## src/rtl/tlul_host_adapter_pkg.sv

```systemverilog
// Types and helpers local to the TL-UL host adapter: the reorder-slot record and
// the a_source slot-index width.
package tlul_host_adapter_pkg;

    typedef struct packed {
        logic        busy;
        logic        filled;
        logic        is_write;
        logic        err;
        logic [31:0] data;
    } slot_t;

    // Slot-index width for a given outstanding depth, never narrower than 1 bit.
    function automatic int unsigned src_w(input int unsigned n);
        return (n <= 1) ? 1 : $clog2(n);
    endfunction

endpackage

```

## src/rtl/tlul_pkg.sv

```systemverilog
// TL-UL bus types shared by hosts and devices: host-to-device and device-to-host
// channel structs, A/D opcodes, the default A-channel user field and the
// command/data integrity generators.
package tlul_pkg;

    typedef enum logic [2:0] {
        PutFullData    = 3'h0,
        PutPartialData = 3'h1,
        Get            = 3'h4
    } tl_a_op_e;

    typedef enum logic [2:0] {
        AccessAck     = 3'h0,
        AccessAckData = 3'h1
    } tl_d_op_e;

    localparam logic [3:0] MuBi4True  = 4'h6;
    localparam logic [3:0] MuBi4False = 4'h9;

    typedef struct packed {
        logic [3:0] instr_type;
        logic [6:0] cmd_intg;
        logic [6:0] data_intg;
    } tl_a_user_t;

    localparam tl_a_user_t TL_A_USER_DEFAULT = '{
        instr_type: MuBi4False,
        cmd_intg:   7'h00,
        data_intg:  7'h00
    };

    typedef struct packed {
        logic        a_valid;
        tl_a_op_e    a_opcode;
        logic [2:0]  a_param;
        logic [1:0]  a_size;
        logic [7:0]  a_source;
        logic [31:0] a_address;
        logic [3:0]  a_mask;
        logic [31:0] a_data;
        tl_a_user_t  a_user;
        logic        d_ready;
    } tl_h2d_t;

    typedef struct packed {
        logic        d_valid;
        tl_d_op_e    d_opcode;
        logic [1:0]  d_size;
        logic [7:0]  d_source;
        logic [31:0] d_data;
        logic        d_error;
        logic        a_ready;
    } tl_d2h_t;

    // Folds a vector into 7 check bits; bit i contributes to check bit i mod 7.
    function automatic logic [6:0] intg_fold(input logic [63:0] v);
        logic [6:0] r;
        r = '0;
        for (int i = 0; i < 64; i++) begin
            r[i % 7] = r[i % 7] ^ v[i];
        end
        return r;
    endfunction

    function automatic logic [6:0] cmd_intg_gen(input tl_a_op_e op, input logic [31:0] addr,
                                                input logic [3:0] mask,
                                                input logic [3:0] instr_type);
        return intg_fold({21'h0, instr_type, addr, 3'(op), mask});
    endfunction

    function automatic logic [6:0] data_intg_gen(input logic [31:0] data);
        return intg_fold({32'h0, data});
    endfunction

endpackage

```

## src/rtl/tlul_host_adapter_if.sv

```systemverilog
// Local req/gnt/rvalid memory port between a simple master and the TL-UL host
// adapter. master: the initiator (drives req and request fields, takes gnt and
// responses). slave: the adapter side.
interface tlul_host_adapter_if;
    logic        req;
    logic        gnt;
    logic        we;
    logic [31:0] addr;
    logic [31:0] wdata;
    logic [3:0]  be;
    logic        instr;
    logic        rvalid;
    logic [31:0] rdata;
    logic        err;

    modport master (
        output req, we, addr, wdata, be, instr,
        input  gnt, rvalid, rdata, err
    );

    modport slave (
        input  req, we, addr, wdata, be, instr,
        output gnt, rvalid, rdata, err
    );
endinterface

```

## src/rtl/tlul_host_rob.sv

```systemverilog
// Reorder buffer of the TL-UL host adapter. Allocates one slot per granted
// request, fills slots from D-channel beats by source index, and retires slots in
// allocation order as one-cycle response pulses.
// Ports: alloc_i/alloc_write_i/alloc_idx_o/full_o (allocation side),
// d_valid_i/d_source_i/d_data_i/d_error_i (D beat), rvalid_o/rdata_o/err_o
// (in-order response), unexp_rsp_o (sticky unexpected-source flag).
module tlul_host_rob
    import tlul_host_adapter_pkg::*;
#(
    parameter int unsigned MaxOutstanding = 2,
    parameter int unsigned SourceBase     = 0,
    localparam int unsigned SrcW          = src_w(MaxOutstanding)
) (
    input  logic            clk_i,
    input  logic            rst_i,
    input  logic            alloc_i,
    input  logic            alloc_write_i,
    output logic [SrcW-1:0] alloc_idx_o,
    output logic            full_o,
    input  logic            d_valid_i,
    input  logic [7:0]      d_source_i,
    input  logic [31:0]     d_data_i,
    input  logic            d_error_i,
    output logic            rvalid_o,
    output logic [31:0]     rdata_o,
    output logic            err_o,
    output logic            unexp_rsp_o
);
    // Array covers every index value so d_source decoding never goes out of range.
    localparam int unsigned Slots = 1 << SrcW;
    localparam int unsigned CntW  = SrcW + 1;

    slot_t           slots_q [Slots];
    slot_t           slots_d [Slots];
    logic [SrcW-1:0] alloc_ptr_q, alloc_ptr_d;
    logic [SrcW-1:0] retire_ptr_q, retire_ptr_d;
    logic [CntW-1:0] used_q, used_d;
    logic            unexp_q, unexp_d;
    logic [SrcW-1:0] d_idx;
    logic            d_match;
    logic            retire;
    slot_t           head;

    function automatic logic [SrcW-1:0] wrap_inc(input logic [SrcW-1:0] p);
        return (32'(p) == MaxOutstanding - 1) ? '0 : p + SrcW'(1);
    endfunction

    assign d_idx   = d_source_i[SrcW-1:0];
    assign head    = slots_q[retire_ptr_q];
    assign retire  = head.filled;
    assign d_match = (d_source_i == (8'(SourceBase) | 8'(d_idx)))
                     && (32'(d_idx) < MaxOutstanding)
                     && slots_q[d_idx].busy && !slots_q[d_idx].filled;

    assign alloc_idx_o = alloc_ptr_q;
    assign full_o      = (32'(used_q) >= MaxOutstanding);
    assign rvalid_o    = retire;
    assign rdata_o     = retire ? head.data : 32'h0;
    assign err_o       = retire & head.err;
    assign unexp_rsp_o = unexp_q;

    always_comb begin
        slots_d      = slots_q;
        alloc_ptr_d  = alloc_ptr_q;
        retire_ptr_d = retire_ptr_q;
        unexp_d      = unexp_q;
        used_d       = used_q + CntW'(alloc_i) - CntW'(retire);

        if (retire) begin
            slots_d[retire_ptr_q].busy   = 1'b0;
            slots_d[retire_ptr_q].filled = 1'b0;
            retire_ptr_d                 = wrap_inc(retire_ptr_q);
        end

        // A retiring slot is already filled, so a beat for it is unexpected.
        if (d_valid_i) begin
            if (d_match) begin
                slots_d[d_idx].filled = 1'b1;
                slots_d[d_idx].err    = d_error_i;
                slots_d[d_idx].data   = slots_q[d_idx].is_write ? 32'h0 : d_data_i;
            end else begin
                unexp_d = 1'b1;
            end
        end

        // The slot at alloc_ptr is free whenever a grant is possible.
        if (alloc_i) begin
            slots_d[alloc_ptr_q] = '{busy: 1'b1, filled: 1'b0, is_write: alloc_write_i,
                                     err: 1'b0, data: 32'h0};
            alloc_ptr_d          = wrap_inc(alloc_ptr_q);
        end
    end

    always_ff @(posedge clk_i) begin
        if (rst_i) begin
            for (int i = 0; i < Slots; i++) begin
                slots_q[i] <= '0;
            end
            alloc_ptr_q  <= '0;
            retire_ptr_q <= '0;
            used_q       <= '0;
            unexp_q      <= 1'b0;
        end else begin
            slots_q      <= slots_d;
            alloc_ptr_q  <= alloc_ptr_d;
            retire_ptr_q <= retire_ptr_d;
            used_q       <= used_d;
            unexp_q      <= unexp_d;
        end
    end

endmodule

```

## src/rtl/tlul_host_adapter.sv

```systemverilog
// Generic TL-UL initiator. Turns a req/gnt/rvalid memory port into TL-UL A-channel
// requests and returns D-channel responses to the master in issue order.
// Ports: clk_i/rst_i (synchronous active-high reset), mem (local port, slave side),
// unexp_rsp_o (sticky: D beat for a source not outstanding), tl_o/tl_i (TL-UL).
module tlul_host_adapter
    import tlul_pkg::*;
    import tlul_host_adapter_pkg::*;
#(
    parameter int unsigned MaxOutstanding = 2,
    parameter int unsigned SourceBase     = 0
) (
    input  logic               clk_i,
    input  logic               rst_i,
    tlul_host_adapter_if.slave mem,
    output logic               unexp_rsp_o,
    output tl_h2d_t            tl_o,
    input  tl_d2h_t            tl_i
);
    localparam int unsigned SrcW = src_w(MaxOutstanding);

    logic            full;
    logic [SrcW-1:0] alloc_idx;
    logic            grant;
    tl_a_op_e        opcode_enc;

    logic            a_pending_q;
    tl_a_op_e        a_opcode_q;
    logic [3:0]      a_mask_q;
    logic [29:0]     a_word_q;
    logic [SrcW-1:0] a_slot_q;
    logic [31:0]     a_data_q;
    logic            a_instr_q;

    logic            unused_in;
    assign unused_in = ^{mem.addr[1:0], 3'(tl_i.d_opcode), tl_i.d_size};

    // Grant depends only on registered state, never on a_ready or this cycle's retire.
    assign grant   = mem.req & ~a_pending_q & ~full;
    assign mem.gnt = grant;

    always_comb begin
        if (!mem.we) begin
            opcode_enc = Get;
        end else if (mem.be == 4'hF) begin
            opcode_enc = PutFullData;
        end else begin
            opcode_enc = PutPartialData;
        end
    end

    always_ff @(posedge clk_i) begin
        if (rst_i) begin
            a_pending_q <= 1'b0;
            a_opcode_q  <= Get;
            a_mask_q    <= 4'h0;
            a_word_q    <= '0;
            a_slot_q    <= '0;
            a_data_q    <= 32'h0;
            a_instr_q   <= 1'b0;
        end else if (grant) begin
            a_pending_q <= 1'b1;
            a_opcode_q  <= opcode_enc;
            a_mask_q    <= mem.we ? mem.be : 4'hF;
            a_word_q    <= mem.addr[31:2];
            a_slot_q    <= alloc_idx;
            a_data_q    <= mem.we ? mem.wdata : 32'h0;
            a_instr_q   <= mem.instr;
        end else if (tl_i.a_ready) begin
            a_pending_q <= 1'b0;
        end
    end

    always_comb begin
        tl_o                   = '0;
        tl_o.a_valid           = a_pending_q;
        tl_o.a_opcode          = a_opcode_q;
        tl_o.a_size            = 2'd2;
        tl_o.a_source          = 8'(SourceBase) | 8'(a_slot_q);
        tl_o.a_address         = {a_word_q, 2'b00};
        tl_o.a_mask            = a_mask_q;
        tl_o.a_data            = a_data_q;
        tl_o.a_user            = TL_A_USER_DEFAULT;
        tl_o.a_user.instr_type = a_instr_q ? MuBi4True : MuBi4False;
        tl_o.a_user.cmd_intg   = cmd_intg_gen(a_opcode_q, {a_word_q, 2'b00}, a_mask_q,
                                              tl_o.a_user.instr_type);
        tl_o.a_user.data_intg  = data_intg_gen(a_data_q);
        tl_o.d_ready           = 1'b1;
    end

    tlul_host_rob #(
        .MaxOutstanding(MaxOutstanding),
        .SourceBase    (SourceBase)
    ) u_rob (
        .clk_i        (clk_i),
        .rst_i        (rst_i),
        .alloc_i      (grant),
        .alloc_write_i(mem.we),
        .alloc_idx_o  (alloc_idx),
        .full_o       (full),
        .d_valid_i    (tl_i.d_valid),
        .d_source_i   (tl_i.d_source),
        .d_data_i     (tl_i.d_data),
        .d_error_i    (tl_i.d_error),
        .rvalid_o     (mem.rvalid),
        .rdata_o      (mem.rdata),
        .err_o        (mem.err),
        .unexp_rsp_o  (unexp_rsp_o)
    );

endmodule
```

## src/flat_wrapper.sv

```systemverilog
// flat-port wrapper written by rule: the top's interface ports become plain ports
module tlul_host_adapter_flat import tlul_pkg::*; import tlul_host_adapter_pkg::*;
#(
    parameter int unsigned MaxOutstanding = 2,
    parameter int unsigned SourceBase     = 0
)
  (clk_i, rst_i, unexp_rsp_o, tl_o, tl_i, mem_req, mem_we, mem_addr, mem_wdata, mem_be, mem_instr, mem_gnt, mem_rvalid, mem_rdata, mem_err);
  tlul_host_adapter_if mem_i ();
  input  logic clk_i;
  input  logic rst_i;
  output logic unexp_rsp_o;
  output tl_h2d_t tl_o;
  input  tl_d2h_t tl_i;
  input wire logic [$bits(mem_i.req)-1:0] mem_req;
  input wire logic [$bits(mem_i.we)-1:0] mem_we;
  input wire logic [$bits(mem_i.addr)-1:0] mem_addr;
  input wire logic [$bits(mem_i.wdata)-1:0] mem_wdata;
  input wire logic [$bits(mem_i.be)-1:0] mem_be;
  input wire logic [$bits(mem_i.instr)-1:0] mem_instr;
  output wire logic [$bits(mem_i.gnt)-1:0] mem_gnt;
  output wire logic [$bits(mem_i.rvalid)-1:0] mem_rvalid;
  output wire logic [$bits(mem_i.rdata)-1:0] mem_rdata;
  output wire logic [$bits(mem_i.err)-1:0] mem_err;
  assign mem_i.req = mem_req;
  assign mem_i.we = mem_we;
  assign mem_i.addr = mem_addr;
  assign mem_i.wdata = mem_wdata;
  assign mem_i.be = mem_be;
  assign mem_i.instr = mem_instr;
  assign mem_gnt = mem_i.gnt;
  assign mem_rvalid = mem_i.rvalid;
  assign mem_rdata = mem_i.rdata;
  assign mem_err = mem_i.err;
  tlul_host_adapter #(.MaxOutstanding(MaxOutstanding), .SourceBase(SourceBase)) u_core (.clk_i(clk_i), .rst_i(rst_i), .mem(mem_i), .unexp_rsp_o(unexp_rsp_o), .tl_o(tl_o), .tl_i(tl_i));
endmodule
```

## config.mk

```make
export PLATFORM = sky130hd
export DESIGN_NAME = tlul_host_adapter_flat
export DESIGN_NICKNAME = d
export VERILOG_FILES = /design/src/rtl/tlul_host_adapter_pkg.sv /design/src/rtl/tlul_pkg.sv /design/src/rtl/tlul_host_adapter_if.sv /design/src/rtl/tlul_host_rob.sv /design/src/rtl/tlul_host_adapter.sv /design/src/flat_wrapper.sv
export SDC_FILE = /design/constraint.sdc
export NUM_CORES = 1
export LEC_CHECK = 0
export CAP_MARGIN = 25
export CORE_ASPECT_RATIO = 0.6
export CORE_UTILIZATION = 49
export CTS_BUF_LIST = sky130_fd_sc_hd__clkbuf_4
export CTS_CLUSTER_SIZE = 10
export DETAILED_ROUTE_END_ITERATION = 10
export GPL_TIMING_DRIVEN = 0
export PLACE_DENSITY = 0.95
export SLEW_MARGIN = 15
export SYNTH_ARGS = -nofsm -noshare
export SYNTH_HDL_FRONTEND = slang
export SYNTH_SLANG_ARGS = --single-unit
```

## constraint.sdc

```tcl
create_clock -name clk_i -period 5.9 [get_ports clk_i]
set_clock_uncertainty 0.2 [all_clocks]
set_input_delay 0.885 -clock clk_i [delete_from_list [all_inputs] [get_ports clk_i]]
set_output_delay 0.885 -clock clk_i [all_outputs]
set_load 0.02 [all_outputs]
```

Fig. 1: run 1, M3 wires
Cells faint in the background.
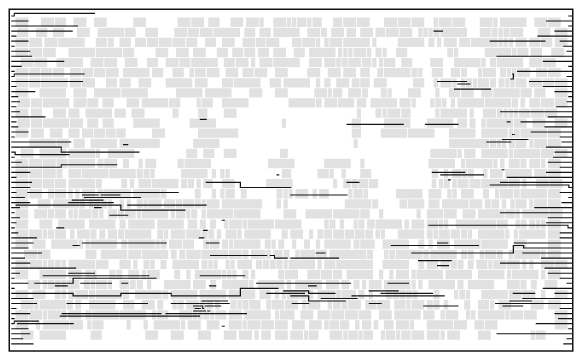
The wires run mostly horizontal. 189 nets have wire on it. The layer carries 1860 um of wire. The layer holds 9.3% of the routed length. The longest straight run is 40.5 um.
via count of the routed design: 6319
drt total wl: 20.0 mm
M3 GR Usage: 8.66%

Fig. 2: run 1, routed metal per tile
Bar = 50 um. 30 x 18 tiles, from white (low) to dark blue (high), scaled to the fullest tile. Values are wire area over tile area, all layers added.
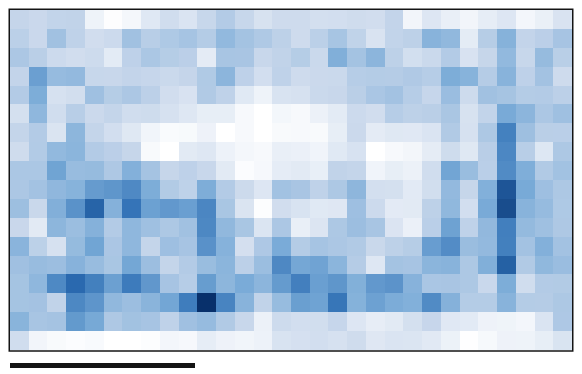
The emptiest ninth of the die: center. The mean over all tiles is 0.24. 11% of the tiles are over half the peak.
Total GRT Usage: 28.8%
WL/cell: 16.6 um

Fig. 3: run 1, clock wires, drivers and flops
Bar = 50 um.
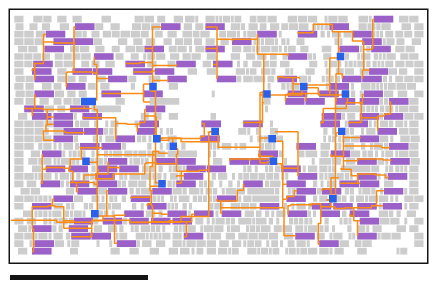
Blue is clock drivers, count 17. Orange is clock wires, length 1730 um. Purple is flip-flops, count 148.
There are 18 routed clock nets. Position of the flops: all over the die.
P_clk: 765 uW
Clk network pwr share: 32.0%
clk ins delay skew pair: 0.54 ns

Fig. 4: run 1, clock routing
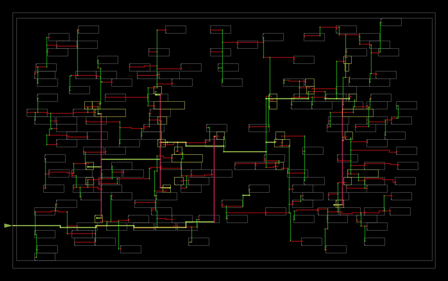
Seq Cell Count: 148
cts bufs inserted: 17
Layout clock buffers: 19

==> flow_metrics.env, run 1 <==
# implementation run metrics
export IMPL_status="finished, final reports clean"
export IMPL_slew_viol_final=0
export IMPL_postCtsHoldBufs=0
export IMPL_ir_drop_mv=0.127
export IMPL_syn_mean_instance_area_um2=8.74
export IMPL_clock_sink_count=148
export IMPL_dp_hpwl_mm=15.1
export IMPL_post_cts_buffers=0
export IMPL_period_needed_ns=4.36
export IMPL_grt_pass1_vias=6060
export IMPL_path_delay_family="buffers and inverters"
export IMPL_power_leakage_nw=3.21
export IMPL_critPathSlowestCell="clkdlybuf4s50_1"
export IMPL_root_buffer="clkbuf_4"
export IMPL_switchingPower_uw=691
export IMPL_synth_cell_types=44
export IMPL_syn2layout_area_growth_pct=45.3
export IMPL_p_comb_share_pct=23.1
export IMPL_yosys_area_um2=6570
export IMPL_grt_max_degree=17
export IMPL_die_y_um=91.7
export IMPL_grt_pass1_wl_mm=30.9
export IMPL_fmax_mhz=229
export IMPL_coreArea_um2=13000
export IMPL_rsz0062_at_grt="false"
export IMPL_critPathBufInv=5
export IMPL_power_density_nw_per_um2=250
export IMPL_clkTransAtPathRegs_ns=0.12
export IMPL_chip_area_um2=13900
export IMPL_hold_ws_ns=0.264
export IMPL_drive_above_1_share_pct=10.4
export IMPL_async_reset_ff_share_pct=0
export IMPL_seqPwrFrac_pct=45.0
export IMPL_setup_viol=0
export IMPL_crit_path_cell_trace="clkdlybuf4s50_1 > or3b_2 > clkbuf_1 > clkinv_1 > clkbuf_1 > clkdlybuf4s50_1"
export IMPL_cts_resized=0
export IMPL_slowest_delay_ns=0.70
export IMPL_worst_setup_path_type="in2out"
export IMPL_route_detailed_drc=0
export IMPL_switching_share_pct=28.9
export IMPL_rows=32
export IMPL_hold_violations=0
export IMPL_path_max_fanout=10
export IMPL_post_route_util_pct=73.6
export IMPL_maxSlewHeadroom_pct=48.4
export IMPL_cts_buffer_depth=2
export IMPL_ys_flop_type="dfxtp_1"
export IMPL_p_int_mw=1.70
export IMPL_ctsHtreeMaxLevel=4
export IMPL_min_path_type="reg2reg"
export IMPL_grt_overflow_total=0
export IMPL_min_period_over_period_pct=73.9
export IMPL_cp_end_kind="primary output"
export IMPL_yosysWarnings=0
export IMPL_avgViaCountPerCell=5.25
export IMPL_nets=1144
export IMPL_edf_count=0
export IMPL_ant_nets=0
export IMPL_worst_pin_slew_ns=0.752
export IMPL_synth_cells_yosys=752
export IMPL_drt_iter0_drc=440
export IMPL_antenna_found_initial=0
export IMPL_setup_tns_final_ns=0
export IMPL_die_w_um=152
export IMPL_syn_area_um2=6570
export IMPL_initCoreUtil_pct=50.7
export IMPL_warnings=33
export IMPL_antenna_cells=0
export IMPL_drtPass1Iterations=5
export IMPL_critPathRequiredTime_ns=4.82
export IMPL_place_area_um2=9200
export IMPL_tritoncts="built"
export IMPL_synthCells=752
export IMPL_arrival_ns=3.27
export IMPL_ys_ff=148
export IMPL_cp_start_kind="input pin"
export IMPL_ios=261
export IMPL_drv_cap=0
export IMPL_fillers=947
export IMPL_gp_congestion=0.886
export IMPL_ys_seq_share_pct=45.1
export IMPL_portBuffers=236
export IMPL_fin_area_um2=9550
-- run 1: path summary, 6_finish.rpt --
kind	start	to	slack, ns	cells after the start
max reg2reg	u_core.u_rob.retire_ptr_q	u_core.u_rob.used_q[1]	2.81	12
min	u_core.u_rob.slots_q[11]	u_core.u_rob.slots_q[11]	0.26	2
min reg2reg	u_core.u_rob.slots_q[11]	u_core.u_rob.slots_q[11]	0.26	2
max	mem_req	mem_gnt	1.54	6
-- run 1: final cells by class --
cell class	count	area, um^2	share of cell area [%]
multi-input combinational	533	3190	33.4
sequential	148	2960	31.0
timing repair buffer	236	2360	24.7
buffer	77	444	4.65
tap	170	213	2.23
clock inverter	12	204	2.14
clock buffer	19	143	1.49
inverter	8	30.0	0.315
-- run 1: layer usage --
metal / global-route usage, % / wire length [um]
met2: 46.4 / 9220
met5: 0 / 0
met1: 36.9 / 8600
met3: 8.66 / 1860
met4: 8.83 / 349
-- run 1: power by group through the flow --
| stage | combinational [mW] | clock (mW) | sequential (mW) |
|---|---|---|---|
| global route | 0.589 | 0.808 | 1.08 |
| finish | 0.551 | 0.765 | 1.08 |
| floorplan | 0.249 | 0 | 1.13 |
| CTS | 0.553 | 0.771 | 1.07 |
| detailed placement | 0.550 | 0 | 1.10 |
| global placement | 0.542 | 0 | 1.09 |
-- run 1: cells by family after synthesis --
| group | synth area share (%) |
|---|---|
| other | 0.114 |
| AND-OR/OR-AND | 15.4 |
| multiplexers | 5.18 |
| adder cells (fa/ha/maj) | 0.381 |
| buffers and inverters | 7.22 |
| AND/OR/NAND/NOR | 18.5 |
| flip-flops | 45.1 |
| XOR/XNOR | 8.13 |
-- run 1: layout by cell type, fill, tap and decap left out, types with 16 or more instances in the layout --
cell type          n
nand3_1           65
clkdlybuf4s50_1  236
nor2_1            49
mux2i_1           34
xnor2_1           54
a21oi_1           75
conb_1            16
clkbuf_1          33
clkbuf_4          20
a21oi_2           28
nand2_1          133
dfxtp_1          148
buf_4             23
a22o_1            32
-- run 1: tightest hold or removal path, cell delays in order, from the launching register on --
cell and delay [ns]:
dfxtp_1 0.33, nand2_1 0.05, a21oi_1 0.05
-- run 1: flip-flops by register name, indices dropped and copies added, names as in the netlist, 2 cells and up --
register,count
u_core.a_mask_q,4
u_core.a_opcode_q,2
u_core.u_rob.slots_q,72
u_core.u_rob.used_q,2
u_core.a_data_q,32
u_core.a_word_q,30
-- run 1: stage by stage --
step	std cells	setup WS [ns]	power, mW
floorplan	766	2.86	1.38
global placement	1172	1.48	1.64
detailed placement	1172	1.49	1.65
CTS	1203	1.50	2.40
global route	1203	1.40	2.48
finish	1203	1.54	2.39
-- run 1: synth_stat cells, drive strengths merged, types with 2 or more instances --
master   number  area share [%]
conb          2            0.11
or3b          2            0.30
nor2         49             2.8
nand2b        3            0.29
a2111oi       2            0.84
a21oi       103             9.4
xnor2        54             7.2
a22o         32             4.3
nor4          2            0.19
o21ai         2            0.15
ha            2            0.38
nand3        65             5.0
nor3b         6            0.76
buf          43             4.8
clkbuf       34             2.0
nor3          6            0.46
o2111ai       2            0.27
mux2i        34             5.2
nand2       133             7.6
inv           7            0.40
dfxtp       148              45
xor2          7            0.93
==> inputs of run 2 (changes only) <==
--- a/config.mk
+++ b/config.mk
@@ -7,12 +7,12 @@
 export LEC_CHECK = 0
 export CAP_MARGIN = 25
 export CORE_ASPECT_RATIO = 0.6
-export CORE_UTILIZATION = 49
+export CORE_UTILIZATION = 45
 export CTS_BUF_LIST = sky130_fd_sc_hd__clkbuf_4
 export CTS_CLUSTER_SIZE = 10
 export DETAILED_ROUTE_END_ITERATION = 10
 export GPL_TIMING_DRIVEN = 0
-export PLACE_DENSITY = 0.95
+export PLACE_DENSITY = 0.93
 export SLEW_MARGIN = 15
 export SYNTH_ARGS = -nofsm -noshare
 export SYNTH_HDL_FRONTEND = slang
==> constraint.sdc (replaced) <==
create_clock -name clk_i -period 4.48 [get_ports clk_i]
set_clock_uncertainty 0.2 [all_clocks]
set_input_delay 0.672 -clock clk_i [delete_from_list [all_inputs] [get_ports clk_i]]
set_output_delay 0.672 -clock clk_i [all_outputs]
set_load 0.02 [all_outputs]
==> flow_metrics.env, run 2 <==
# implementation run metrics
export IMPL_status="finished, final reports clean"
export IMPL_postCtsHoldBufs=0
export IMPL_post_cts_buffers=0
export IMPL_edf_count=0
export IMPL_fillers=1109
export IMPL_crit_path_cell_trace="clkdlybuf4s50_1 > or3b_2 > clkbuf_1 > clkinv_1 > clkbuf_1 > clkdlybuf4s50_1"
export IMPL_route_detailed_drc=0
export IMPL_wire_per_inst_um=16.6
export IMPL_stdcell_count=1226
export IMPL_largest_register_ffs=72
export IMPL_ant_nets=0
export IMPL_drtPass1Iterations=5
export IMPL_path_max_fanout=10
export IMPL_yosys_area_top_type="dfxtp_1"
export IMPL_dp_hpwl_mm=15.3
export IMPL_gp_congestion=0.852
export IMPL_wl_met3_mm=2.00
export IMPL_yosysWarnings=0
export IMPL_nets=1144
export IMPL_initCoreUtil_pct=47.1
export IMPL_fin_area_um2=9470
export IMPL_power_density_nw_per_um2=305
export IMPL_top_regs="u_core.u_rob.slots_q: 72 flops, u_core.a_data_q: 32 flops, u_core.a_word_q: 30 flops"
export IMPL_die_w_um=158
export IMPL_whs_endpoint="u_core.u_rob.slots_q[25]"
export IMPL_common_cells="dfxtp_1, nand2_1, a21oi_1"
export IMPL_slowest_delay_ns=0.72
export IMPL_coreArea_um2=14000
export IMPL_slew_viol_final=0
export IMPL_wl_met1_mm=8.67
export IMPL_cp_start_kind="input pin"
export IMPL_worst_setup_path_type="in2out"
export IMPL_drt_wl_total_mm=20.4
export IMPL_syn_area_um2=6570
export IMPL_ys_flop_type="dfxtp_1"
export IMPL_p_int_mw=1.96
export IMPL_route_met2_wl_mm=9.51
export IMPL_async_reset_ff_share_pct=0
export IMPL_cts_buffer_depth=2
export IMPL_antenna_cells=0
export IMPL_chip_area_um2=15100
export IMPL_regArea_um2=2960
export IMPL_root_buffer="clkbuf_4"
export IMPL_arrival_ns=3.25
export IMPL_hold_violations=0
export IMPL_switching_share_pct=32.3
export IMPL_path_delay_family="buffers and inverters"
export IMPL_grt_pass1_vias=5912
export IMPL_synth_cell_types=44
export IMPL_r2r_end="u_core.u_rob.used_q[1]"
export IMPL_rrSetupSlack_ns=1.43
export IMPL_ir_drop_mv=0.186
export IMPL_top_cell="dfxtp_1"
export IMPL_ctsHtreeMaxLevel=4
export IMPL_drv_cap=0
export IMPL_seqPwrFrac_pct=49.0
export IMPL_ys_ff=148
export IMPL_place_area_um2=9230
export IMPL_maxSlewHeadroom_pct=47.8
export IMPL_min_path_cells=2
export IMPL_hold_start="u_core.u_rob.slots_q[25]"
export IMPL_fmax_mhz=242
export IMPL_ys_seq_share_pct=45.1
export IMPL_p_comb_share_pct=25.3
export IMPL_worst_pin_slew_ns=0.761
export IMPL_r2r_start="u_core.u_rob.retire_ptr_q"
export IMPL_critPathBufInv=5
export IMPL_grt_overflow_total=0
export IMPL_area_leaders="dfxtp_1, nand2_1, xnor2_1, a21oi_1, mux2i_1"
export IMPL_clkTransAtPathRegs_ns=0.13
export IMPL_syn_mean_instance_area_um2=8.74
export IMPL_rsz0062_at_grt="false"
export IMPL_switchingPower_uw=933
export IMPL_lay_top_cells="clkdlybuf4s50_1, dfxtp_1, nand2_1, a21oi_1, nand3_1"
export IMPL_min_path_type="reg2reg"
export IMPL_ios=261
export IMPL_comb_area_um2=3190
export IMPL_rows=33
export IMPL_yosys_area_um2=6570
export IMPL_yosys_area_top_type_share_pct=45.1
export IMPL_die_y_um=95.6
export IMPL_track_usage_pct=26.5
export IMPL_tritoncts="built"
export IMPL_r2r_cells=12
export IMPL_setup_tns_final_ns=0
export IMPL_cts_buffers=17
export IMPL_period_needed_ns=4.13
export IMPL_min_period_over_period_pct=92.1
export IMPL_warnings=33
export IMPL_setup_viol=0
export IMPL_grt_pass1_wl_mm=30.4
export IMPL_critPathSlowestCell="clkdlybuf4s50_1"
export IMPL_cp_end_kind="primary output"
export IMPL_syn2layout_area_growth_pct=44.1
export IMPL_grt_max_degree=17
export IMPL_power_leakage_nw=3.16
export IMPL_portBuffers=236
export IMPL_drive_above_1_share_pct=10.4
export IMPL_avgViaCountPerCell=5.20
export IMPL_num_vias=6370
export IMPL_final_common_cell="clkdlybuf4s50_1"
export IMPL_synthCells=752
export IMPL_largest_register="u_core.u_rob.slots_q"
export IMPL_top_layer="met4"
export IMPL_antenna_found_initial=0
export IMPL_dp_cells=1194
export IMPL_synth_cells_yosys=752
export IMPL_cts_resized=0
export IMPL_critPathRequiredTime_ns=3.61
export IMPL_drt_iter0_drc=382
## run 2: cell counts after synthesis
No cell type changed its count.
## run 2: per-stage QoR
stage / setup slack (ns) / total power [mW] / utilization [%] / hold WS, ns
global placement: 0.406 / 2.16 / 66.1 / 0.239
CTS: 0.357 / 2.91 / 67.8 / 0.262
global route: 0.184 / 3.02 / 67.8 / 0.281
floorplan: 1.86 / 1.81 / - / 0.228
finish: 0.354 / 2.89 / 67.8 / 0.262
detailed placement: 0.355 / 2.17 / 66.1 / 0.245
## run 2: power groups by stage
stage,registers (mW),logic [mW],clock network (mW)
detailed placement,1.44,0.730,0
CTS,1.42,0.734,0.756
floorplan,1.48,0.328,0
finish,1.42,0.732,0.743
global placement,1.44,0.719,0
global route,1.42,0.780,0.817
## run 2: worst max-delay path by stage
stage / startpoint / end / slack [ns] / depth (start not counted)
floorplan: mem_req / mem_gnt / 1.86 / 4
global placement: mem_req / mem_gnt / 0.41 / 6
detailed placement: mem_req / mem_gnt / 0.36 / 6
CTS: mem_req / mem_gnt / 0.36 / 6
global route: u_core.u_rob.retire_ptr_q / mem_rdata[3] / 0.18 / 7
finish: mem_req / mem_gnt / 0.35 / 6
## run 2: worst register-to-register path: cells and delay by family, from the launching register on
family | cells | cell delay, ns
XOR/XNOR | 2 | 0.33
adder cells (fa/ha/maj) | 2 | 0.47
buffers and inverters | 5 | 1.27
flip-flops | 1 | 0.32
AND/OR/NAND/NOR | 3 | 0.39
## run 2: logic make-up after synthesis
family          after synthesis  share of synthesized area [%]
mux                          34                           5.18
other cells                   2                          0.114
compound gates              145                           15.4
flops                       148                           45.1
xor+xnor                     61                           8.13
buf+inv                      85                           7.22
simple gates                275                           18.5
fa+ha+maj                     2                          0.381
## run 2: final cells by class
cell class / count / area share (%)
Multi-Input combinational cell: 533 / 33.7
Tap cell: 192 / 2.54
Clock buffer: 18 / 1.43
Inverter: 8 / 0.317
Buffer: 77 / 4.69
Sequential cell: 148 / 31.3
Clock inverter: 14 / 1.12
Timing Repair Buffer: 236 / 25.0
## run 2: layer usage
metal,vias to the layer above,GRT usage [%]
met1,2993,33.1
met3,24,8.32
li1,3052,-
met5,-,0
met4,0,6.89
met2,301,44.3
Fig. 5: run 2, clock routing
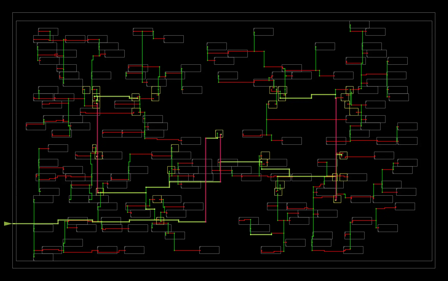
Layout clock buffers: 18
P_clk: 743 uW
clock sink count: 148
clk ins delay skew pair: 0.53 ns

Fig. 6: run 2, clock wires, drivers and flops
Bar = 50 um.
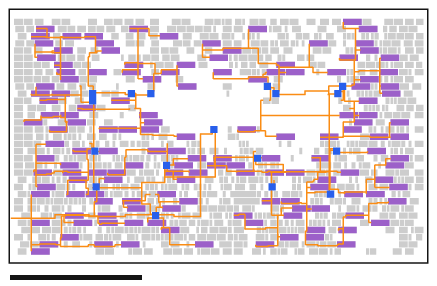
Purple is flip-flops, count 148. Blue is clock drivers, count 17. Orange is clock wires, length 1770 um.
There are 18 routed clock nets. Position of the flops: all over the die.
Clk network pwr share: 25.7%

Power and IR drop assume default switching activity.
